`src/rtl/rfphoenix_branch_resolve_pkg.sv`:
```
// Shared types and defaults for the branch-resolve stage and its target calculator.
package rfphoenix_branch_resolve_pkg;

    localparam int BR_NTHREADS    = 4;
    localparam int BR_TIDW        = $clog2(BR_NTHREADS);
    localparam int BR_AWID        = 32;
    localparam int BR_DWID        = 21;
    localparam int INSN_BYTES_DEF = 5;
    localparam int FLUSH_CYC_DEF  = 2;

    typedef enum logic [1:0] {
        BRS_IDLE,
        BRS_REDIRECT,
        BRS_FLUSH
    } br_resolve_state_e;

    // One resolved branch as presented by the evaluator (default widths).
    typedef struct packed {
        logic [BR_TIDW-1:0] tid;
        logic [BR_AWID-1:0] pc;
        logic [BR_DWID-1:0] disp;
        logic               taken;
        logic               pred_taken;
        logic [BR_AWID-1:0] pred_tgt;
    } br_resolve_req_t;

endpackage

```
`src/rtl/rfphoenix_branch_resolve_if.sv`:
```
// Evaluator-to-resolve handshake, redirect-to-fetch, flush and predictor update signals.
interface rfphoenix_branch_resolve_if #(
    parameter int NTHREADS = 4,
    parameter int AWID     = 32,
    parameter int DWID     = 21
);
    localparam int TIDW = $clog2(NTHREADS);

    // A branch transfers on a cycle with br_valid & br_ready; br_valid seen while
    // br_ready=0 is dropped, so the producer must hold it. A redirect transfers on
    // redirect_valid & redirect_ack; redirect fields are stable until then.
    logic            br_valid;
    logic            br_ready;
    logic [TIDW-1:0] br_tid;
    logic [AWID-1:0] br_pc;
    logic [DWID-1:0] br_disp;
    logic            br_taken;
    logic            br_pred_taken;
    logic [AWID-1:0] br_pred_tgt;

    logic            redirect_valid;
    logic [TIDW-1:0] redirect_tid;
    logic [AWID-1:0] redirect_pc;
    logic            redirect_ack;

    logic [NTHREADS-1:0] flush_mask;

    logic            upd_valid;
    logic [AWID-1:0] upd_pc;
    logic            upd_taken;

    modport master (
        output br_valid, br_tid, br_pc, br_disp, br_taken, br_pred_taken, br_pred_tgt,
        output redirect_ack,
        input  br_ready, redirect_valid, redirect_tid, redirect_pc, flush_mask,
        input  upd_valid, upd_pc, upd_taken
    );

    modport slave (
        input  br_valid, br_tid, br_pc, br_disp, br_taken, br_pred_taken, br_pred_tgt,
        input  redirect_ack,
        output br_ready, redirect_valid, redirect_tid, redirect_pc, flush_mask,
        output upd_valid, upd_pc, upd_taken
    );

endinterface

```
`src/rtl/rfphoenix_branch_target.sv`:
```
// Combinational next-PC and mispredict computation; wrap-around is modulo 2^AWID.
module rfphoenix_branch_target
    import rfphoenix_branch_resolve_pkg::*;
#(
    parameter int AWID       = 32,
    parameter int DWID       = 21,
    parameter int INSN_BYTES = INSN_BYTES_DEF
) (
    input  logic [AWID-1:0] pc,
    input  logic [DWID-1:0] disp,
    input  logic            taken,
    input  logic            pred_taken,
    input  logic [AWID-1:0] pred_tgt,
    output logic [AWID-1:0] actual,
    output logic            mispredict
);

    logic [AWID-1:0] tgt;
    logic [AWID-1:0] fall;

    assign tgt        = pc + {{(AWID-DWID){disp[DWID-1]}}, disp};
    assign fall       = pc + AWID'(INSN_BYTES);
    assign actual     = taken ? tgt : fall;
    assign mispredict = (taken != pred_taken) || (actual != pred_tgt);

endmodule

```
`src/rtl/rfphoenix_branch_resolve.sv`:
```
// Branch resolve: registered predictor update, held redirect and per-thread flush.
// Optional saturating counters behind RFPHOENIX_BRANCH_STATS_EN.
module rfphoenix_branch_resolve
    import rfphoenix_branch_resolve_pkg::*;
#(
    parameter int NTHREADS   = 4,
    parameter int AWID       = 32,
    parameter int DWID       = 21,
    parameter int INSN_BYTES = INSN_BYTES_DEF,
    parameter int FLUSH_CYC  = FLUSH_CYC_DEF
) (
    input  logic clk,
    input  logic rst,
    rfphoenix_branch_resolve_if.slave bus,
    output br_resolve_state_e state_dbg
`ifdef RFPHOENIX_BRANCH_STATS_EN
    ,
    output logic [31:0] stat_branches,
    output logic [31:0] stat_mispredicts
`endif
);

    localparam int TIDW = $clog2(NTHREADS);
    localparam int CW   = (FLUSH_CYC < 1) ? 1 : $clog2(FLUSH_CYC + 1);

    br_resolve_state_e   state, state_n;
    logic                rv_q, rv_n;
    logic [TIDW-1:0]     rtid_q, rtid_n;
    logic [AWID-1:0]     rpc_q, rpc_n;
    logic [NTHREADS-1:0] mask_q, mask_n;
    logic                upd_v_q, upd_v_n;
    logic [AWID-1:0]     upd_pc_q, upd_pc_n;
    logic                upd_tk_q, upd_tk_n;
    logic [CW-1:0]       cnt_q, cnt_n;

    logic            accept;
    logic [AWID-1:0] actual;
    logic            mispredict;

    rfphoenix_branch_target #(
        .AWID       (AWID),
        .DWID       (DWID),
        .INSN_BYTES (INSN_BYTES)
    ) u_target (
        .pc         (bus.br_pc),
        .disp       (bus.br_disp),
        .taken      (bus.br_taken),
        .pred_taken (bus.br_pred_taken),
        .pred_tgt   (bus.br_pred_tgt),
        .actual     (actual),
        .mispredict (mispredict)
    );

    assign accept = bus.br_valid && (state == BRS_IDLE);

    always_comb begin
        state_n  = state;
        rv_n     = rv_q;
        rtid_n   = rtid_q;
        rpc_n    = rpc_q;
        mask_n   = mask_q;
        upd_v_n  = 1'b0;
        upd_pc_n = upd_pc_q;
        upd_tk_n = upd_tk_q;
        cnt_n    = cnt_q;
        case (state)
            BRS_IDLE: begin
                if (accept) begin
                    upd_v_n  = 1'b1;
                    upd_pc_n = bus.br_pc;
                    upd_tk_n = bus.br_taken;
                    if (mispredict) begin
                        rv_n    = 1'b1;
                        rtid_n  = bus.br_tid;
                        rpc_n   = actual;
                        mask_n  = NTHREADS'(1) << bus.br_tid;
                        state_n = BRS_REDIRECT;
                    end
                end
            end
            BRS_REDIRECT: begin
                if (bus.redirect_ack) begin
                    rv_n = 1'b0;
                    if (FLUSH_CYC == 0) begin
                        mask_n  = '0;
                        state_n = BRS_IDLE;
                    end else begin
                        cnt_n   = CW'(FLUSH_CYC);
                        state_n = BRS_FLUSH;
                    end
                end
            end
            BRS_FLUSH: begin
                if (cnt_q == CW'(1)) begin
                    cnt_n   = '0;
                    mask_n  = '0;
                    state_n = BRS_IDLE;
                end else begin
                    cnt_n = cnt_q - CW'(1);
                end
            end
            default: begin
                state_n = BRS_IDLE;
                rv_n    = 1'b0;
                mask_n  = '0;
                cnt_n   = '0;
            end
        endcase
    end

    always_ff @(posedge clk or posedge rst) begin
        if (rst) begin
            state    <= BRS_IDLE;
            rv_q     <= 1'b0;
            rtid_q   <= '0;
            rpc_q    <= '0;
            mask_q   <= '0;
            upd_v_q  <= 1'b0;
            upd_pc_q <= '0;
            upd_tk_q <= 1'b0;
            cnt_q    <= '0;
        end else begin
            state    <= state_n;
            rv_q     <= rv_n;
            rtid_q   <= rtid_n;
            rpc_q    <= rpc_n;
            mask_q   <= mask_n;
            upd_v_q  <= upd_v_n;
            upd_pc_q <= upd_pc_n;
            upd_tk_q <= upd_tk_n;
            cnt_q    <= cnt_n;
        end
    end

    assign bus.br_ready       = (state == BRS_IDLE);
    assign bus.redirect_valid = rv_q;
    assign bus.redirect_tid   = rtid_q;
    assign bus.redirect_pc    = rpc_q;
    assign bus.flush_mask     = mask_q;
    assign bus.upd_valid      = upd_v_q;
    assign bus.upd_pc         = upd_pc_q;
    assign bus.upd_taken      = upd_tk_q;
    assign state_dbg          = state;

`ifdef RFPHOENIX_BRANCH_STATS_EN
    always_ff @(posedge clk or posedge rst) begin
        if (rst) begin
            stat_branches    <= '0;
            stat_mispredicts <= '0;
        end else if (accept) begin
            if (stat_branches != '1)
                stat_branches <= stat_branches + 32'd1;
            if (mispredict && (stat_mispredicts != '1))
                stat_mispredicts <= stat_mispredicts + 32'd1;
        end
    end
`endif

endmodule
```
`src/flat_wrapper.sv`:
```
// flat-port wrapper written by rule: the top's interface ports become plain ports
module rfphoenix_branch_resolve_flat import rfphoenix_branch_resolve_pkg::*;
#(
    parameter int NTHREADS   = 4,
    parameter int AWID       = 32,
    parameter int DWID       = 21,
    parameter int INSN_BYTES = INSN_BYTES_DEF,
    parameter int FLUSH_CYC  = FLUSH_CYC_DEF
)
  (clk, rst, state_dbg, bus_br_valid, bus_br_tid, bus_br_pc, bus_br_disp, bus_br_taken, bus_br_pred_taken, bus_br_pred_tgt, bus_redirect_ack, bus_br_ready, bus_redirect_valid, bus_redirect_tid, bus_redirect_pc, bus_flush_mask, bus_upd_valid, bus_upd_pc, bus_upd_taken);
  rfphoenix_branch_resolve_if #(.NTHREADS(NTHREADS), .AWID(AWID), .DWID(DWID)) bus_i ();
  input  logic clk;
  input  logic rst;
  output br_resolve_state_e state_dbg;
  input wire logic [$bits(bus_i.br_valid)-1:0] bus_br_valid;
  input wire logic [$bits(bus_i.br_tid)-1:0] bus_br_tid;
  input wire logic [$bits(bus_i.br_pc)-1:0] bus_br_pc;
  input wire logic [$bits(bus_i.br_disp)-1:0] bus_br_disp;
  input wire logic [$bits(bus_i.br_taken)-1:0] bus_br_taken;
  input wire logic [$bits(bus_i.br_pred_taken)-1:0] bus_br_pred_taken;
  input wire logic [$bits(bus_i.br_pred_tgt)-1:0] bus_br_pred_tgt;
  input wire logic [$bits(bus_i.redirect_ack)-1:0] bus_redirect_ack;
  output wire logic [$bits(bus_i.br_ready)-1:0] bus_br_ready;
  output wire logic [$bits(bus_i.redirect_valid)-1:0] bus_redirect_valid;
  output wire logic [$bits(bus_i.redirect_tid)-1:0] bus_redirect_tid;
  output wire logic [$bits(bus_i.redirect_pc)-1:0] bus_redirect_pc;
  output wire logic [$bits(bus_i.flush_mask)-1:0] bus_flush_mask;
  output wire logic [$bits(bus_i.upd_valid)-1:0] bus_upd_valid;
  output wire logic [$bits(bus_i.upd_pc)-1:0] bus_upd_pc;
  output wire logic [$bits(bus_i.upd_taken)-1:0] bus_upd_taken;
  assign bus_i.br_valid = bus_br_valid;
  assign bus_i.br_tid = bus_br_tid;
  assign bus_i.br_pc = bus_br_pc;
  assign bus_i.br_disp = bus_br_disp;
  assign bus_i.br_taken = bus_br_taken;
  assign bus_i.br_pred_taken = bus_br_pred_taken;
  assign bus_i.br_pred_tgt = bus_br_pred_tgt;
  assign bus_i.redirect_ack = bus_redirect_ack;
  assign bus_br_ready = bus_i.br_ready;
  assign bus_redirect_valid = bus_i.redirect_valid;
  assign bus_redirect_tid = bus_i.redirect_tid;
  assign bus_redirect_pc = bus_i.redirect_pc;
  assign bus_flush_mask = bus_i.flush_mask;
  assign bus_upd_valid = bus_i.upd_valid;
  assign bus_upd_pc = bus_i.upd_pc;
  assign bus_upd_taken = bus_i.upd_taken;
  rfphoenix_branch_resolve #(.NTHREADS(NTHREADS), .AWID(AWID), .DWID(DWID), .INSN_BYTES(INSN_BYTES), .FLUSH_CYC(FLUSH_CYC)) u_core (.clk(clk), .rst(rst), .bus(bus_i), .state_dbg(state_dbg));
endmodule
```
`config.mk`:
```
export PLATFORM = sky130hd
export DESIGN_NAME = rfphoenix_branch_resolve_flat
export DESIGN_NICKNAME = d
export VERILOG_FILES = /design/src/rtl/rfphoenix_branch_resolve_pkg.sv /design/src/rtl/rfphoenix_branch_resolve_if.sv /design/src/rtl/rfphoenix_branch_target.sv /design/src/rtl/rfphoenix_branch_resolve.sv /design/src/flat_wrapper.sv
export SDC_FILE = /design/constraint.sdc
export NUM_CORES = 1
export LEC_CHECK = 0
export CAP_MARGIN = 10
export CORE_MARGIN = 2
export CORE_UTILIZATION = 54
export DETAILED_ROUTE_END_ITERATION = 12
export MAX_ROUTING_LAYER = met4
export PLACE_DENSITY = 0.88
export SETUP_SLACK_MARGIN = 0.3
export SLEW_MARGIN = 20
export SYNTH_ARGS = -nofsm -noshare
export SYNTH_HDL_FRONTEND = slang
export SYNTH_SLANG_ARGS = --single-unit
```
`constraint.sdc`:
```
create_clock -name clk -period 5.9 [get_ports clk]
set_clock_uncertainty 0.15 [all_clocks]
set_input_delay 1.18 -clock clk [delete_from_list [all_inputs] [get_ports clk]]
set_output_delay 1.18 -clock clk [all_outputs]
set_load 0.02 [all_outputs]
```
Fig. 1: track usage over the die
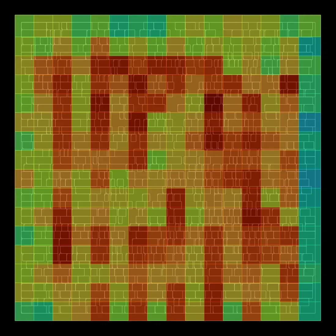
Layout Utilization: 79.66%
routed wire length per instance: 21.20 microns
grt met3 use: 6.913%

Fig. 2: routed metal, one color a layer
Two of the layers only.
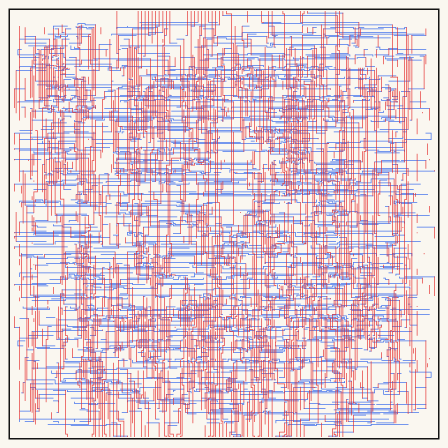
Key: blue = met1 [wire length 9410 microns]; red = met2 [wire length 10400 microns]

Fig. 3: the metal 4 layer
Cells faint in the background.
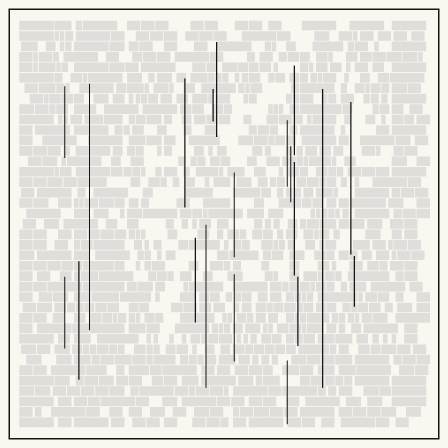
The wires run mostly vertical. 19 nets have wire on it. The longest straight run is 77.5 microns.

==> impl_metrics.tcl <==
# yosys + openroad results
set metrics [dict create \
    tool_warnings 31 \
    finalClockPeriodUsage_pct 91.56 \
    ys.flops 77 \
    placed_cell_area_sq_mm 0.008463 \
    peakVddDrop_mv 0.3641 \
    die_h_microns 111.5 \
    clock-sinks 77 \
    grt_max_degree 78 \
    drive_gt1_share_pct 18.03 \
    hp-start "u_core.bus.upd_pc[26]" \
    clkTransAtPathRegs_ns 0.06 \
    setup_tns_ns 0 \
    slew_violations 0 \
    yosysTopAreaCell "dfrtp_1" \
    grt_pass1_wl_microns 34020 \
    firstDrtPassIters 5 \
    yosysUniqueCellTypes 78 \
    cp-startpoint "bus_br_pc[23]" \
    syn_inst 678 \
    ys_cells 678 \
    mappedNetlistArea_sq_mm 0.006238 \
    dp.cells 1019 \
    ys_chip_area_sq_mm 0.006238 \
    grt_usage_pct 35.37 \
    num_rows 39 \
    route.detailed.drc 0 \
    wl_microns 22220 \
    grt_setup_unrepaired "false" \
    maxSlewHeadroom_pct 50.71 \
    die_w_microns 111.5 \
    reg2regPathDepth 7 \
    dp_hpwl_microns 16350 \
    cts_tree "built" \
    area_growth_pct 45.19 \
    gp_congestion 1.018 \
    hold-worst-slack_ns 0.3381 \
    min_path_cells 2 \
    dr.first_iter.drc_count 550 \
    root_buffer "clkbuf_16" \
    avgViaCountPerCell 6.233 \
    powerDensity_mw_per_mm2 383.6 \
    power.total_mw 3.475 \
    vias 6532 \
    clkLatencyLatePin_ns 0.35 \
    synth-edff-count 0 \
    flop_cell "dfrtp_1" \
    critical_path.endpoint_type "register" \
    timing.rr.start "u_core.state_dbg[1]" \
    numPortBuffers 168 \
    netlist_top_cells_count "dfrtp_1 (77), xnor2_1 (42), nand2_1 (41)" \
    synthTopCellsByArea "dfrtp_1 (31%), mux2_2 (6.7%), xnor2_1 (5.9%)" \
    r2r_end "u_core.bus.redirect_pc[10]" \
    synth_warnings 0 \
    most_common_cell "dfrtp_1" \
    fp_util_pct 54.87 \
    preCtsSetupSlack_ns -0.03326 \
    io_pins 169 \
    ctsHoldBuffers 0 \
    status "completed" \
    worstSetupEndpoint "u_core.bus.redirect_pc[10]" \
    grt_overflow_total 0 \
    syn_nets 799 \
    grt_pass1_vias 6532 \
    postSynthAreaPerCell_sq_um 9.201 \
    stdcell_area_sq_mm 0.009057 \
]
Fig. 4: PDN straps and rails
The bar under the picture is 20 microns long. Pins as bars on the die edge. Tap cells in gray.
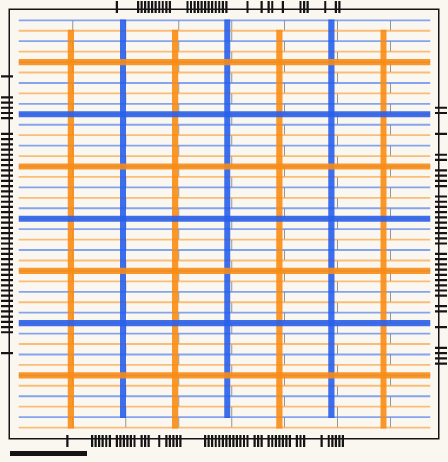
Key: blue = VDD; orange = VSS
7 straps on met4. 143 tap cells. 7 straps on met5.

Fig. 5: zoomed window
Region (71, 15) to (96, 40) microns. Cells in gray, sequential cells in the stronger gray; small squares are vias.
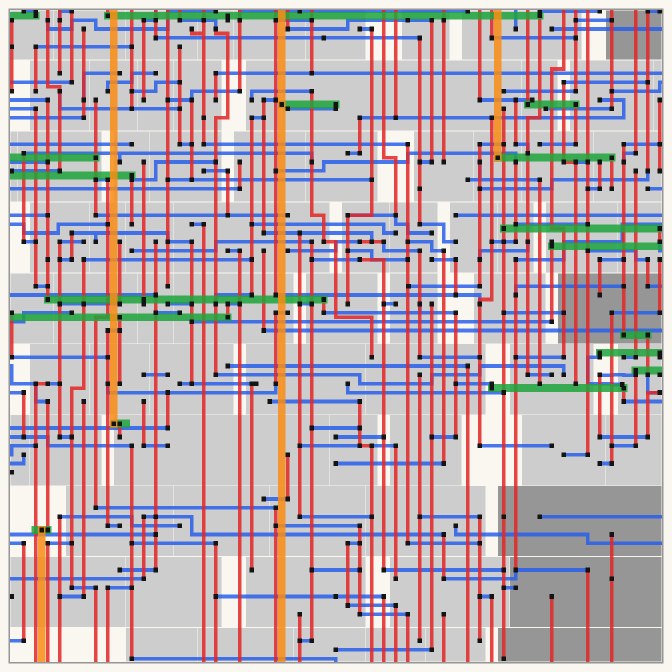
Key: orange = met4; blue = met1; green = met3; red = met2
Sequential cells in the window: 2. Netlist names of flops here include u_core.bus.redirect_pc (2). Most frequent: buf_4 (10), a21oi_1 (9). 66 logic cells have their middle in the window.

## registers in the layout (all words and copies together), names as in the netlist
name                       count
u_core.state_dbg               2
u_core.bus.upd_pc             32
u_core.bus.upd_taken           1
u_core.bus.redirect_pc        32
u_core.bus.redirect_valid      1
u_core.bus.flush_mask          4
u_core.bus.upd_valid           1
u_core.cnt_q                   2
u_core.bus.redirect_tid        2
## cell type report
class,instances,area [sq um]
multi-input combinational,538,4146
timing repair buffer,246,2367
fill,756,2312
sequential,77,1927
clock buffer,10,239.0
tap,143,178.9
inverter,27,102.6
clock inverter,6,93.84
antenna,1,2.502
## kinds of logic (layout without fill, tap and decap cells)
family / count (synthesis) / count (layout) / synth area share (%)
adders and majority gates: 30 / 30 / 6.057
muxes: 68 / 68 / 12.13
other: 0 / 1 / 0
and+or+nand+nor: 200 / 200 / 17.03
buffers and inverters: 63 / 289 / 4.352
xor gates and xnor gates: 69 / 69 / 11.01
AOI/OAI and AO/OA: 171 / 171 / 18.53
DFF: 77 / 77 / 30.89
## critical path, cell delays in order
cell and delay (ns):
clkdlybuf4s50_1 0.71, nor4_2 0.63, a31o_2 0.36, nor2_1 0.09, or4_1 0.47, or4b_1 0.59
nor4_4 0.34, nand4_2 0.18, o21ai_4 0.37, clkbuf_16 0.24, mux2_1 0.32
## layer usage
metal	up-vias	GRT usage [%]	share of wire [%]	wire length, microns
met2	364	55.49	47	10420
met1	3176	46.49	42	9405
met4	0	11.44	2.5	552
met3	47	6.913	8.3	1847
li1	2945	-	-	-
met5	-	-	0	0
## where the power goes
| group | internal [mW] | switching (mW) |
|---|---|---|
| registers | 0.789 | 0.150 |
| logic | 0.953 | 0.956 |
| clock network | 0.386 | 0.241 |
## what timing repair did
action	in CTS	in global routing
hold endpoints to repair	0	0
endpoints found under the setup margin	0	40
resized	0	27
setup buffers	0	9
No activity file was given, so power comes from the tool's default toggle rates.
